Figure 1. Signal wires by layer (run 1).
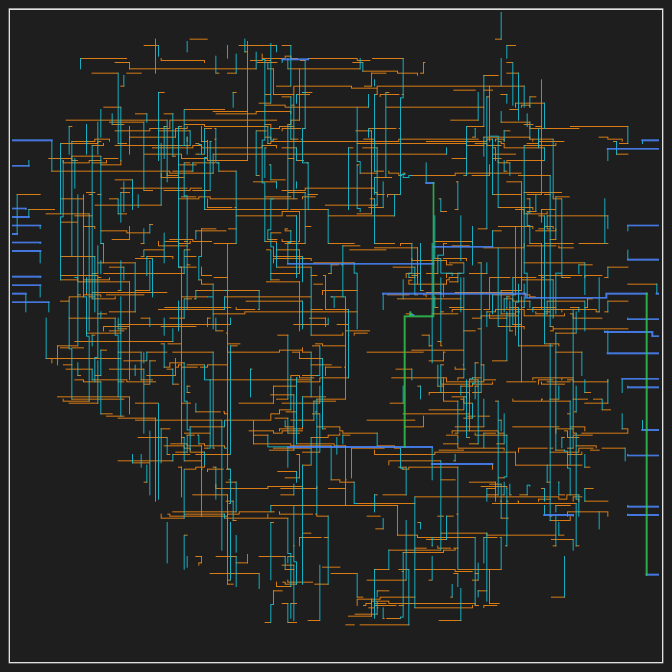
Figure 2. Placed standard cells (run 1).
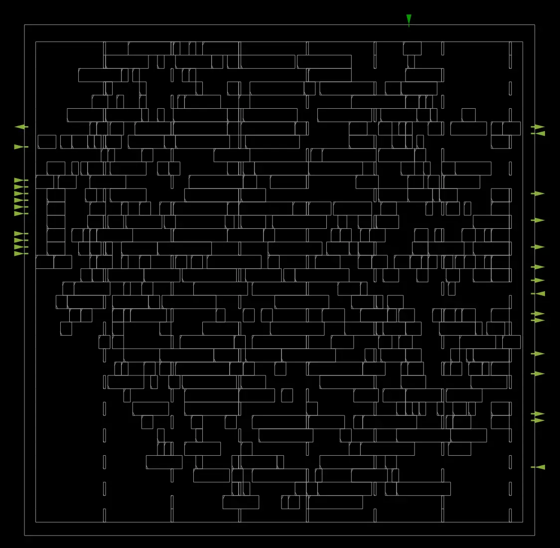
Figure 3. Placed cells, one colour a class (run 1).
Fill, decap, tap and diode cells in grey.
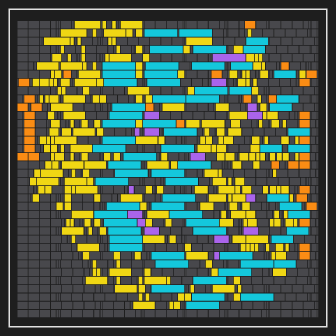
## src/rtl/wtm_pkg.sv

```systemverilog
// Shared types and elaboration-time helpers for the pipelined Wallace-tree multiplier.
package wtm_pkg;

  typedef struct packed {
    logic valid;
    logic is_signed;
  } wtm_ctl_t;

  // Rows left after lvl levels of 3:2 compression starting from n rows.
  function automatic int wtm_rows_at(input int n, input int lvl);
    int r;
    r = n;
    for (int i = 0; i < lvl; i++) begin
      r = 2 * (r / 3) + (r % 3);
    end
    return r;
  endfunction

  function automatic int wtm_levels(input int n);
    int r;
    int l;
    r = n;
    l = 0;
    while (r > 2) begin
      r = 2 * (r / 3) + (r % 3);
      l = l + 1;
    end
    return l;
  endfunction

  // True when a stage register follows level 'done'; earlier stages absorb the remainder.
  function automatic bit wtm_is_boundary(input int levels, input int stages, input int done);
    int base;
    int extra;
    int cum;
    bit hit;
    hit = 1'b0;
    if (stages > 0) begin
      base  = levels / stages;
      extra = levels % stages;
      cum   = 0;
      for (int k = 1; k <= stages; k++) begin
        cum = cum + base + ((k <= extra) ? 1 : 0);
        if (cum == done) begin
          hit = 1'b1;
        end
      end
    end
    return hit;
  endfunction

endpackage

```

## src/rtl/wtm_csa_row.sv

```systemverilog
// One row of full adders: three addends in, sum row and left-shifted carry row out.
module wtm_csa_row #(
  parameter int W = 10
) (
  input  logic [W-1:0] a_i,
  input  logic [W-1:0] b_i,
  input  logic [W-1:0] c_i,
  output logic [W-1:0] sum_o,
  output logic [W-1:0] carry_o
);

  assign sum_o = a_i ^ b_i ^ c_i;

  // The carry out of the top bit falls off: arithmetic is modulo 2^W.
  assign carry_o = {(a_i[W-2:0] & b_i[W-2:0]) |
                    (a_i[W-2:0] & c_i[W-2:0]) |
                    (b_i[W-2:0] & c_i[W-2:0]), 1'b0};

endmodule

```

## src/rtl/wtm_pipe.sv

```systemverilog
// Pipelined Wallace-tree multiplier with valid/ready handshake, signed (Baugh-Wooley)
// or unsigned mode per operand pair, and WIDTH-bit truncation overflow flag.
module wtm_pipe
  import wtm_pkg::*;
#(
  parameter int WIDTH       = 5,
  parameter int PIPE_STAGES = 2
) (
  input  logic                 clock,
  input  logic                 reset_n,
  input  logic                 in_valid,
  output logic                 in_ready,
  input  logic [WIDTH-1:0]     in1,
  input  logic [WIDTH-1:0]     in2,
  input  logic                 is_signed,
  output logic                 out_valid,
  input  logic                 out_ready,
  output logic [2*WIDTH-1:0]   result,
  output logic                 ovf
);

  localparam int PW = 2 * WIDTH;
  localparam int R0 = WIDTH + 1;           // WIDTH partial-product rows plus the correction row
  localparam int LV = wtm_levels(R0);

  logic          stall_s;
  logic          out_valid_q, out_valid_d;
  logic [PW-1:0] result_q, result_d;
  logic          ovf_q, ovf_d;
  logic [PW-1:0] sum_s;
  logic          ovf_s;

  assign stall_s  = out_valid_q & ~out_ready;
  assign in_ready = ~stall_s;

  for (genvar l = 0; l <= LV; l++) begin : g_lvl
    logic [PW-1:0] rows [R0];
    wtm_ctl_t      ctl;

    if (l == 0) begin : g_pp
      // Partial products; signed mode inverts the MSB row/column and adds 2^WIDTH + 2^(PW-1).
      always_comb begin
        for (int i = 0; i < R0; i++) begin
          rows[i] = '0;
        end
        for (int i = 0; i < WIDTH; i++) begin
          for (int j = 0; j < WIDTH; j++) begin
            rows[i][i+j] = (in1[j] & in2[i]) ^
                           (is_signed & ((i == WIDTH - 1) != (j == WIDTH - 1)));
          end
        end
        rows[WIDTH][WIDTH] = is_signed;
        rows[WIDTH][PW-1]  = is_signed;
      end
      assign ctl = {in_valid & in_ready, is_signed};
    end else begin : g_red
      localparam int RIN  = wtm_rows_at(R0, l - 1);
      localparam int NG   = RIN / 3;
      localparam int ROUT = wtm_rows_at(R0, l);
      logic [PW-1:0] c_rows [R0];

      for (genvar g = 0; g < NG; g++) begin : g_csa
        wtm_csa_row #(.W(PW)) u_csa (
          .a_i     (g_lvl[l-1].rows[3*g]),
          .b_i     (g_lvl[l-1].rows[3*g+1]),
          .c_i     (g_lvl[l-1].rows[3*g+2]),
          .sum_o   (c_rows[2*g]),
          .carry_o (c_rows[2*g+1])
        );
      end

      // Rows not forming a full triple pass straight through to the next level.
      for (genvar k = 2 * NG; k < R0; k++) begin : g_pass
        if (k < ROUT) begin : g_fwd
          assign c_rows[k] = g_lvl[l-1].rows[k+NG];
        end else begin : g_zero
          assign c_rows[k] = '0;
        end
      end

      if (wtm_is_boundary(LV, PIPE_STAGES, l)) begin : g_reg
        // Stage register: holds while the output is stalled, clears on reset.
        always_ff @(posedge clock) begin
          if (!reset_n) begin
            ctl <= '0;
            for (int k = 0; k < R0; k++) begin
              rows[k] <= '0;
            end
          end else if (!stall_s) begin
            ctl <= g_lvl[l-1].ctl;
            for (int k = 0; k < R0; k++) begin
              rows[k] <= c_rows[k];
            end
          end
        end
      end else begin : g_thru
        assign rows = c_rows;
        assign ctl  = g_lvl[l-1].ctl;
      end
    end
  end

  assign sum_s = g_lvl[LV].rows[0] + g_lvl[LV].rows[1];

  // Overflow: upper half must be a pure extension of the low WIDTH bits.
  always_comb begin
    if (g_lvl[LV].ctl.is_signed) begin
      ovf_s = ~((&sum_s[PW-1:WIDTH-1]) | ~(|sum_s[PW-1:WIDTH-1]));
    end else begin
      ovf_s = |sum_s[PW-1:WIDTH];
    end
  end

  // Output register next state: bubbles clear valid but keep the last result.
  always_comb begin
    out_valid_d = out_valid_q;
    result_d    = result_q;
    ovf_d       = ovf_q;
    if (!stall_s) begin
      out_valid_d = g_lvl[LV].ctl.valid;
      if (g_lvl[LV].ctl.valid) begin
        result_d = sum_s;
        ovf_d    = ovf_s;
      end else begin
        result_d = result_q;
        ovf_d    = ovf_q;
      end
    end else begin
      out_valid_d = out_valid_q;
    end
  end

  // Output register.
  always_ff @(posedge clock) begin
    if (!reset_n) begin
      out_valid_q <= 1'b0;
      result_q    <= '0;
      ovf_q       <= 1'b0;
    end else begin
      out_valid_q <= out_valid_d;
      result_q    <= result_d;
      ovf_q       <= ovf_d;
    end
  end

  assign out_valid = out_valid_q;
  assign result    = result_q;
  assign ovf       = ovf_q;

endmodule
```

## config.mk

```make
export PLATFORM = sky130hd
export DESIGN_NAME = wtm_pipe
export DESIGN_NICKNAME = d
export VERILOG_FILES = /design/src/rtl/wtm_pkg.sv /design/src/rtl/wtm_csa_row.sv /design/src/rtl/wtm_pipe.sv
export SDC_FILE = /design/constraint.sdc
export NUM_CORES = 1
export LEC_CHECK = 0
export CAP_MARGIN = 20
export CORE_MARGIN = 2
export CORE_UTILIZATION = 40
export CTS_CLUSTER_SIZE = 14
export DETAILED_ROUTE_END_ITERATION = 10
export GPL_ROUTABILITY_DRIVEN = 0
export PLACE_DENSITY = 0.58
export SETUP_SLACK_MARGIN = 0.4
export SYNTH_ARGS = -nofsm -noshare
export SYNTH_HDL_FRONTEND = slang
export SYNTH_HIERARCHICAL = 1
export SYNTH_SLANG_ARGS = --single-unit
export TNS_END_PERCENT = 1
```

## constraint.sdc

```tcl
create_clock -name clock -period 3.1 [get_ports clock]
set_input_delay 0.465 -clock clock [delete_from_list [all_inputs] [get_ports clock]]
set_output_delay 0.465 -clock clock [all_outputs]
set_load 0.02 [all_outputs]
```

==> summary.txt, run 1 <==
Switch Pwr - 0.651 mW
Crit Reg-Reg Startpoint - g_lvl[3].rows[0][0]
dpl cells - 494
TritonRoute pass-1 iters - 4
DRC - 0
flops & latches, synth - 66
met2 routed wirelength - 2810 um
R2R Path End - ovf
CTS resizes - 0
Non-clock buffers, area share - 6.85%
Final WS setup - 0.595 ns
hold endpoint - result[0]
xor+xnor area frac - 6.49%
Clock power frac - 28.9%
met2 global-route usage - 20.6%
# Taps - 133
Power Internal - 1.74 mW
syn_area_per_cell - 12.6 um2
cell total in the yosys stat output - 317
number of antenna-violating nets in the routed design - 0
CTS tree - yes
Max Clock Skew - 0.00587 ns
CP Launch Type - primary input
Relative slew margins - 66.3%
maximum VDD drop - 0.185 mV
latest clock arrival within the worst-skew pair - 0.33 ns
Layout clock buffers - 9
Iteration-0 DRC Markers - 94
routed wire length per instance - 11.9 um
Multi-Input Combinational - 253
Synth logic family - adder cells
P_seq - 1.15 mW
clock sink count - 66
vias in the first global route - 2448
MI comb area - 2170 um2
Crit path depth - 5
# port buffers - 27
WP data arrival - 2.60 ns
worst stage delay on the critical path - 0.78 ns
H-tree Lvls - 3
Crit path top cell by count - fa_1
Max-cap violations - 0
first-pass GRT wire length - 11200 um
Seq pwr share - 47.9%
largest power group - registers
Biggest Area Class - logic gates
crit path time final - 2.50 ns
distinct lib cells - 43
worst reg2reg setup slack - 0.77 ns
Compound Share, Synth - 6.59%
RSZ-0062 raised after global routing - no
Overflow after GRT - 0
status - completed
Async S/R FF share, synth - 0%
# diodes - 0
setup TNS - 0 ns
grt met3 use - 3.38%
share of layout cells above drive strength 1 - 8.75%
worst slew pin tran - 0.504 ns
Combinational Power Share - 23.1%
CP endpoint kind - register
clock network area share - 4.12%
met3 WL - 234 um
Clock Pin Slew Worst Setup and Hold Paths - 0.07 ns
top cells by count - and3_1 (50), edfxtp_1 (50), fa_1 (37)
Mapped Cells - 317
die footprint - 10800 um2
CTS root buffer - clkbuf_8
Final Max Tran Viols - 0
Signal inverters - 8
Signal buffers - 34
f_max - 0.399 GHz
Yosys top cell by area - edfxtp_1
Cell Area, Placed - 4520 um2
vias per std cell - 4.60
CP delay by family, top - adder cells
initial antenna violation count - 0
total power - 2.39 mW
Power Clock - 0.692 mW
nets - 433
register area - 1820 um2
Top cells excl fill/tap - and3_1 (50), edfxtp_1 (50), fa_1 (37), conb_1 (37), nand2_1 (30)
Area contributors post-synth - edfxtp_1 (37%), fa_1 (18%), dfxtp_1 (8.0%), and3_1 (7.8%), and2_1 (3.3%)
final setup vio count - 0
Hold Path Origin - result[0]
Fin. Hold Viols - 0
Post-Layout Inst Area - 4710 um2
die y size - 104 um
row count - 36
Hold WC Path Type - register to register
half-perimeter wire length after placement - 4520 um
count of buffer and inverter cells on the critical path - 1
clk buf depth - 2
Critical Path Source - is_signed
Largest register FFs - 50
-- Figure 1 (at the start) --
legend:
  green:
    layer: met4
    wire_length: 91.9 um
  cyan:
    layer: met2
    wire_length: 2810 um
  orange:
    layer: met1
    wire_length: 2920 um
  blue:
    layer: met3
    wire_length: 235 um

-- Figure 2 (at the start) --
Flop Count: 66
CORE AREA: 9730 um2
Util after Layout: 48.4%
Layout Cells excl Fill: 510
Filler cells: 886

-- Figure 3 (at the start) --
legend:
  yellow:
    class: all other logic
    cells: 261
  orange:
    class: other buffers and delay cells
    cells: 34
  cyan:
    class: flip-flops
    cells: 66
  purple:
    class: clock drivers and dummy loads
    cells: 16

Figure 4. Nets reached from selected ports (run 1).
Bar = 20 um.
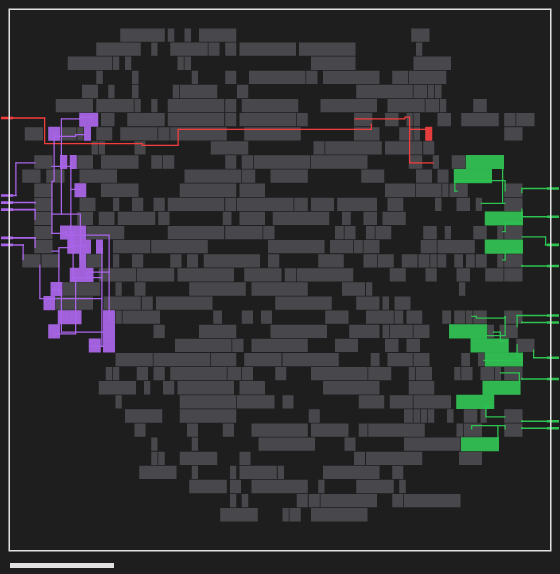

==> run 2, diff against run 1 <==
==> constraint.sdc (replaced) <==
create_clock -name clock -period 2.45 [get_ports clock]
set_input_delay 0.3675 -clock clock [delete_from_list [all_inputs] [get_ports clock]]
set_output_delay 0.3675 -clock clock [all_outputs]
set_load 0.02 [all_outputs]
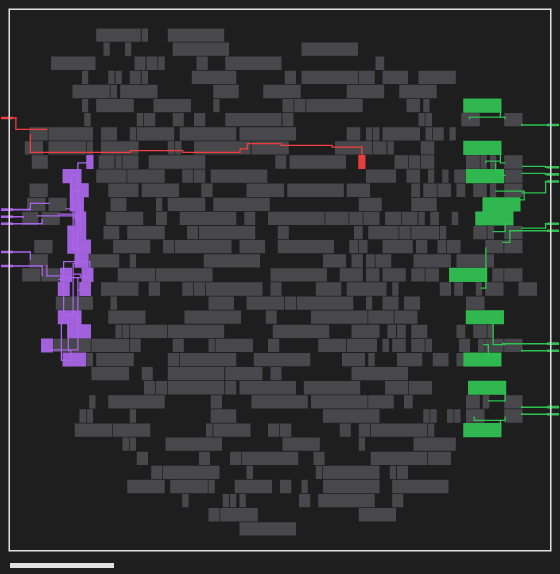
Figure 5: run 2, nets reached from selected ports.
Bar = 20 um.
legend:
  green:
    port: result
    bits: 10
    direction: output
    edge: right
    end_cells: 10
    wire: 131 um
  red:
    port: in_ready
    bits: 1
    direction: output
    edge: left
    end_cells: 1
    wire: 81.3 um
  purple:
    port: in2
    bits: 5
    direction: input
    edge: left
    end_cells: 25
    wire: 191 um

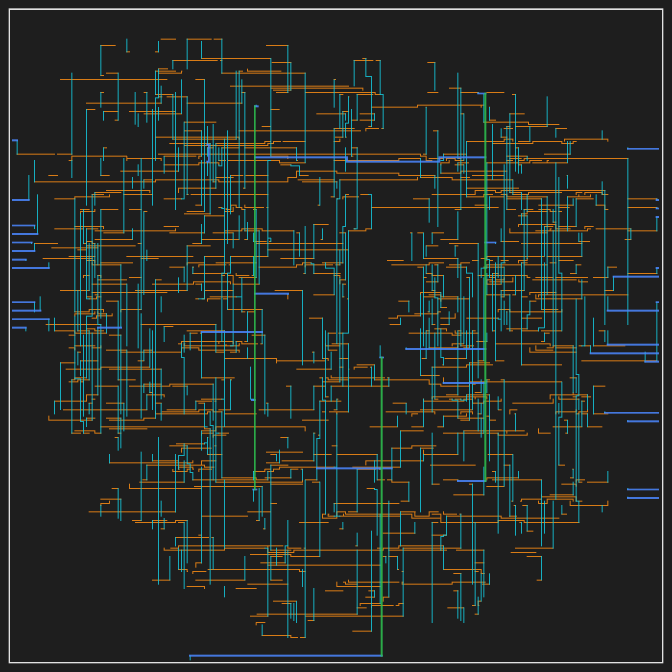
Figure 6: run 2, signal wires by layer.
legend:
  cyan:
    layer: met2
    wire_length: 3100 um
  green:
    layer: met4
    wire_length: 171 um
  orange:
    layer: met1
    wire_length: 3050 um
  blue:
    layer: met3
    wire_length: 236 um

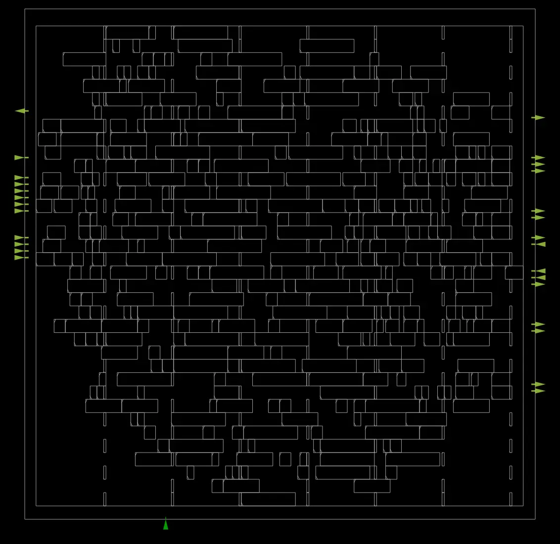
Figure 7: run 2, placed standard cells.
row count: 36
Util after Layout: 48.8%
Filler cells: 914
Seq area share: 38.4%

==> run 2 against run 1 <==
  * Via count up 0.17%
  * Core utilization grew 0.39 points
  * Area after synthesis unchanged
  * Cell count up 0.20%
  * Global-route usage increased by 0.62 points
  * Setup slack got worse by 0.34 ns
  * Non-clock buffer count increased by 1
  * Clock skew about the same
  * Combinational power increased by 35%
  * Wire length up 8.2%
  * Largest cell class unchanged
  * Largest power group unchanged
==> summary.txt, run 2 <==
status - completed
R2R Path End - ovf
TritonRoute pass-1 iters - 4
cell total in the yosys stat output - 317
CORE AREA - 9730 um2
top cells by count - and3_1 (50), edfxtp_1 (50), fa_1 (37)
CTS root buffer - clkbuf_8
synth warn - 6
Critical Path Source - in2[1]
Seq pwr share - 49.3%
P_seq - 1.45 mW
worst stage delay on the critical path - 0.53 ns
Flop Count - 66
Biggest Area Class - logic gates
Yosys top cell by area - edfxtp_1
met2 global-route usage - 21.5%
count of buffer and inverter cells on the critical path - 1
hold endpoint - result[0]
DRC - 0
die y size - 104 um
first-pass GRT wire length - 11400 um
Area contributors post-synth - edfxtp_1 (37%), fa_1 (18%), dfxtp_1 (8.0%), and3_1 (7.8%), and2_1 (3.3%)
Layout Cells excl Fill - 511
WS Path Type - primary input to register
Cell Area, Placed - 4540 um2
vias in the first global route - 2447
Top cells excl fill/tap - and3_1 (50), edfxtp_1 (50), conb_1 (37), fa_1 (36), nand2_1 (30)
met3 WL - 235 um
Iteration-0 DRC Markers - 97
WP data arrival - 2.30 ns
main flop type - edfxtp_1
share of layout cells above drive strength 1 - 9.79%
CTS resizes - 8
clock sink count - 66
Mapped Cells - 317
Compound Share, Synth - 6.59%
MI comb area - 2220 um2
Combinational Power Share - 25.4%
RSZ-0062 raised after global routing - yes
Clock power frac - 25.3%
R2R cell count - 10
Final WS setup - 0.257 ns
routed wire length per instance - 12.8 um
Crit path depth - 6
CP delay by family, top - adder cells
clk buf depth - 2
Crit path top cell by count - fa_1
# port buffers - 27
Power Clock - 0.744 mW
nets - 434
Adder Area Share - 21.3%
Layout clock buffers - 11
half-perimeter wire length after placement - 4680 um
final setup vio count - 0
number of antenna-violating nets in the routed design - 0
Signal buffers - 35
# diodes - 0
CP endpoint kind - register
Post-Layout Inst Area - 4750 um2
maximum VDD drop - 0.234 mV
Clock Pin Slew Worst Setup and Hold Paths - 0.07 ns
Multi-Input Combinational - 253
Fin. Hold Viols - 0
Power Internal - 2.11 mW
Relative slew margins - 57.8%
total power - 2.94 mW
Non-clock buffers, area share - 7.43%
Die X-Extent - 104 um
Synth logic family - adder cells
Largest register FFs - 50
flops & latches, synth - 66
met2 routed wirelength - 3100 um
die footprint - 10800 um2
largest power group - registers
Async S/R FF share, synth - 0%
register area - 1820 um2
clock network area share - 3.22%
Max Clock Skew - 0.00630 ns
Hold WC Path Type - register to register
Final Max Tran Viols - 0
Overflow after GRT - 0
f_max - 0.456 GHz
H-tree Lvls - 3
distinct lib cells - 43
Signal inverters - 8
OpenROAD warning count - 29
xor+xnor area frac - 6.49%
Max-cap violations - 0
CTS tree - yes
Hold Path Origin - result[0]
setup TNS - 0 ns
vias per std cell - 4.60
worst slew pin tran - 0.634 ns
worst reg2reg setup slack - 0.30 ns
# Taps - 133
dpl cells - 494
syn_area_per_cell - 12.6 um2
crit path time final - 2.19 ns
latest clock arrival within the worst-skew pair - 0.35 ns
Crit Reg-Reg Startpoint - g_lvl[3].rows[0][0]
==> run 3, diff against run 2 <==
--- a/config.mk
+++ b/config.mk
@@ -13,6 +13,7 @@
 export GPL_ROUTABILITY_DRIVEN = 0
 export PLACE_DENSITY = 0.58
 export SETUP_SLACK_MARGIN = 0.4
+export SLEW_MARGIN = 40
 export SYNTH_ARGS = -nofsm -noshare
 export SYNTH_HDL_FRONTEND = slang
 export SYNTH_HIERARCHICAL = 1
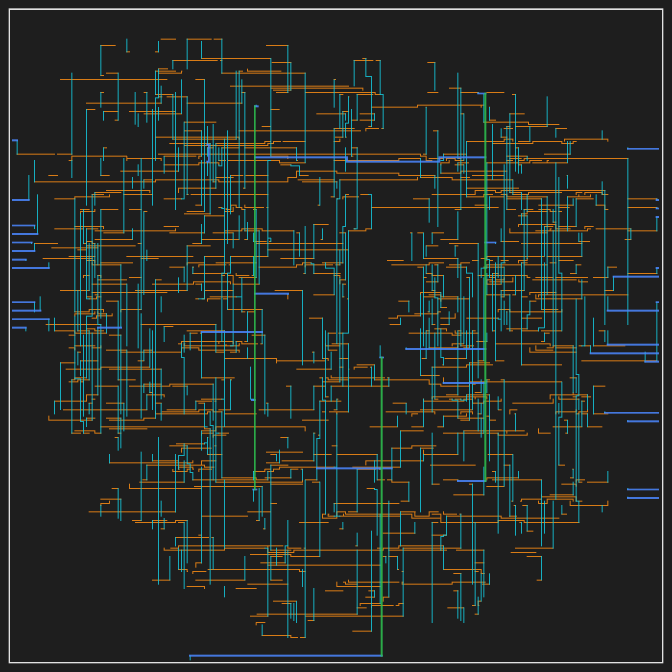
Figure 8: run 3, signal wires by layer.
legend:
  blue:
    layer: met3
    wire_length: 236 um
  green:
    layer: met4
    wire_length: 171 um
  orange:
    layer: met1
    wire_length: 3050 um
  cyan:
    layer: met2
    wire_length: 3100 um

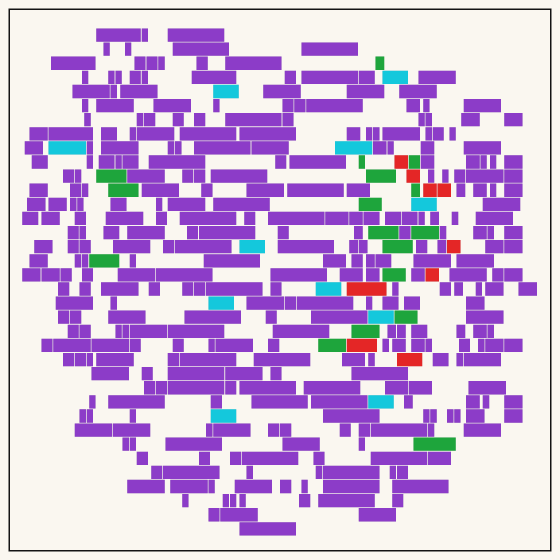
Figure 9: run 3, sizing map.
legend:
  purple:
    size: drive 1 or less
    cells: 341
    share: 90%
  cyan:
    size: drive 6 and up
    cells: 11
    share: 2.9%
  red:
    size: drive 3 to 4
    cells: 9
    share: 2.4%
  green:
    size: drive 2
    cells: 17
    share: 4.5%

==> run 3 against run 2 <==
  * Total power stayed put
  * Critical path type unchanged
  * Setup slack unchanged
  * Hold slack did not move
  * Wire length is the same
  * Global-route usage is the same
==> summary.txt, run 3 <==
RSZ-0062 raised after global routing - yes
Tot GR Track Use - 13.3%
OpenROAD warning count - 29
hold endpoint - result[0]
Crit path top cell by count - fa_1
Area contributors post-synth - edfxtp_1 (37%), fa_1 (18%), dfxtp_1 (8.0%), and3_1 (7.8%), and2_1 (3.3%)
Multi-Input Combinational - 253
total power - 2.94 mW
total CTS buffers - 9
Max-cap violations - 0
WS Path Type - primary input to register
Adder Area Share - 21.3%
top cells by count - and3_1 (50), edfxtp_1 (50), fa_1 (37)
row count - 36
Seq pwr share - 49.3%
vias in the first global route - 2447
vias per std cell - 4.60
maximum VDD drop - 0.234 mV
R2R Path End - ovf
clock network area share - 3.22%
Signal buffers - 35
first-pass GRT wire length - 11400 um
CTS tree - yes
GR Util met1 - 17.2%
met3 WL - 235 um
H-tree Lvls - 3
Filler cells - 914
Hold WC Path Type - register to register
hold_ws - 0.451 ns
count of buffer and inverter cells on the critical path - 1
MI comb area - 2220 um2
synth warn - 6
met2 routed wirelength - 3100 um
Cell Area, Placed - 4540 um2
clock sink count - 66
Initial Util - 41.2%
Non-clock buffers, area share - 7.43%
Post-Layout Inst Area - 4750 um2
xor+xnor area frac - 6.49%
largest register by flop count - g_lvl.rows
# diodes - 0
syn_area_per_cell - 12.6 um2
Compound Share, Synth - 6.59%
final setup vio count - 0
DRC - 0
status - completed
largest power group - registers
Seq area share - 38.4%
hold_buf cts - 0
cell total in the yosys stat output - 317
worst reg2reg setup slack - 0.30 ns
Flop Count - 66
Critical Path Source - in2[1]
CP Launch Type - primary input
Mux area share - 0%
Async S/R FF share, synth - 0%
Cell Pwr Density - 619 nW/um2
Simple Share, Synth - 16.4%
Layout clock buffers - 11
Sw Share - 28.1%
setup TNS - 0 ns
Clock Pin Slew Worst Setup and Hold Paths - 0.07 ns
crit path time final - 2.19 ns
distinct lib cells - 43
Layout Cells excl Fill - 511
cell chain of the critical path - clkdlybuf4s50_1, nand2_1, xnor2_2, fa_1, fa_1, and3_1
Relative slew margins - 57.8%
f_max - 0.456 GHz
Synth logic family - adder cells
main flop type - edfxtp_1
number of synthesized flops with an enable pin - 50
flops & latches, synth - 66
Comb/total area - 46.8%
initial antenna violation count - 0
Power Clock - 0.744 mW
Power Internal - 2.11 mW
sequential area share after synthesis - 45.4%
Final Max Tran Viols - 0
Mapped Area - 4010 um2
Crit Reg-Reg Startpoint - g_lvl[3].rows[0][0]
Die X-Extent - 104 um
CTS root buffer - clkbuf_8
Fin. Hold Viols - 0
setup bufs post-CTS - 0
routed wire length per instance - 12.8 um
GRT Max-Usage Layer - met2
TritonRoute pass-1 iters - 4
Hold Path Origin - result[0]
grt met3 use - 2.38%
leak pwr - 2.12 nW
Largest register FFs - 50
CTS resizes - 8
YS chip area - 4010 um2
Crit path depth - 6
worst slew pin tran - 0.634 ns
Max Clock Skew - 0.00630 ns
Top cells excl fill/tap - and3_1 (50), edfxtp_1 (50), conb_1 (37), fa_1 (36), nand2_1 (30)
number of antenna-violating nets in the routed design - 0
CORE AREA - 9730 um2
R2R cell count - 10
Clock power frac - 25.3%
Mapped Cells - 317
Yosys top cell by area - edfxtp_1
# IOs - 28
dpl cells - 494
slowest CP cell - clkdlybuf4s50_1
die y size - 104 um
share of layout cells above drive strength 1 - 9.79%
worst-path maximum fanout - 5
CP endpoint kind - register
Signal inverters - 8
Switch Pwr - 0.827 mW
met2 global-route usage - 21.5%
register area - 1820 um2
Final WS setup - 0.257 ns
P_seq - 1.45 mW
# port buffers - 27
die footprint - 10800 um2
nets - 434
Util after Layout - 48.8%
Highest Signal Layer - met4
Overflow after GRT - 0
Top cell area share - 37.5%
half-perimeter wire length after placement - 4680 um
WP data arrival - 2.30 ns
pre-CTS setup slack - -0.165 ns
latest clock arrival within the worst-skew pair - 0.35 ns
Post-Route WL - 6560 um
worst stage delay on the critical path - 0.53 ns
Combinational Power Share - 25.4%
Biggest Area Class - logic gates
clk buf depth - 2
# Taps - 133
Iteration-0 DRC Markers - 97
CP delay by family, top - adder cells
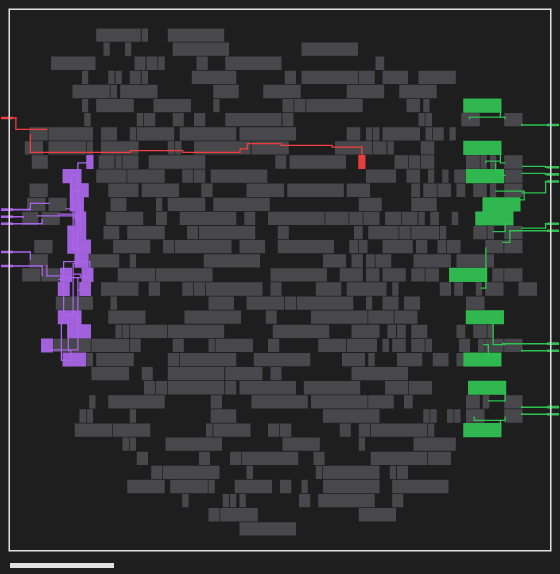
Figure 10: run 3, nets reached from selected ports.
Bar = 20 um.
legend:
  red:
    port: in_ready
    bits: 1
    direction: output
    edge: left
    end_cells: 1
    wire: 81.3 um
  green:
    port: result
    bits: 10
    direction: output
    edge: right
    end_cells: 10
    wire: 131 um
  purple:
    port: in2
    bits: 5
    direction: input
    edge: left
    end_cells: 25
    wire: 191 um

Power is estimated from default activity; no workload was simulated.
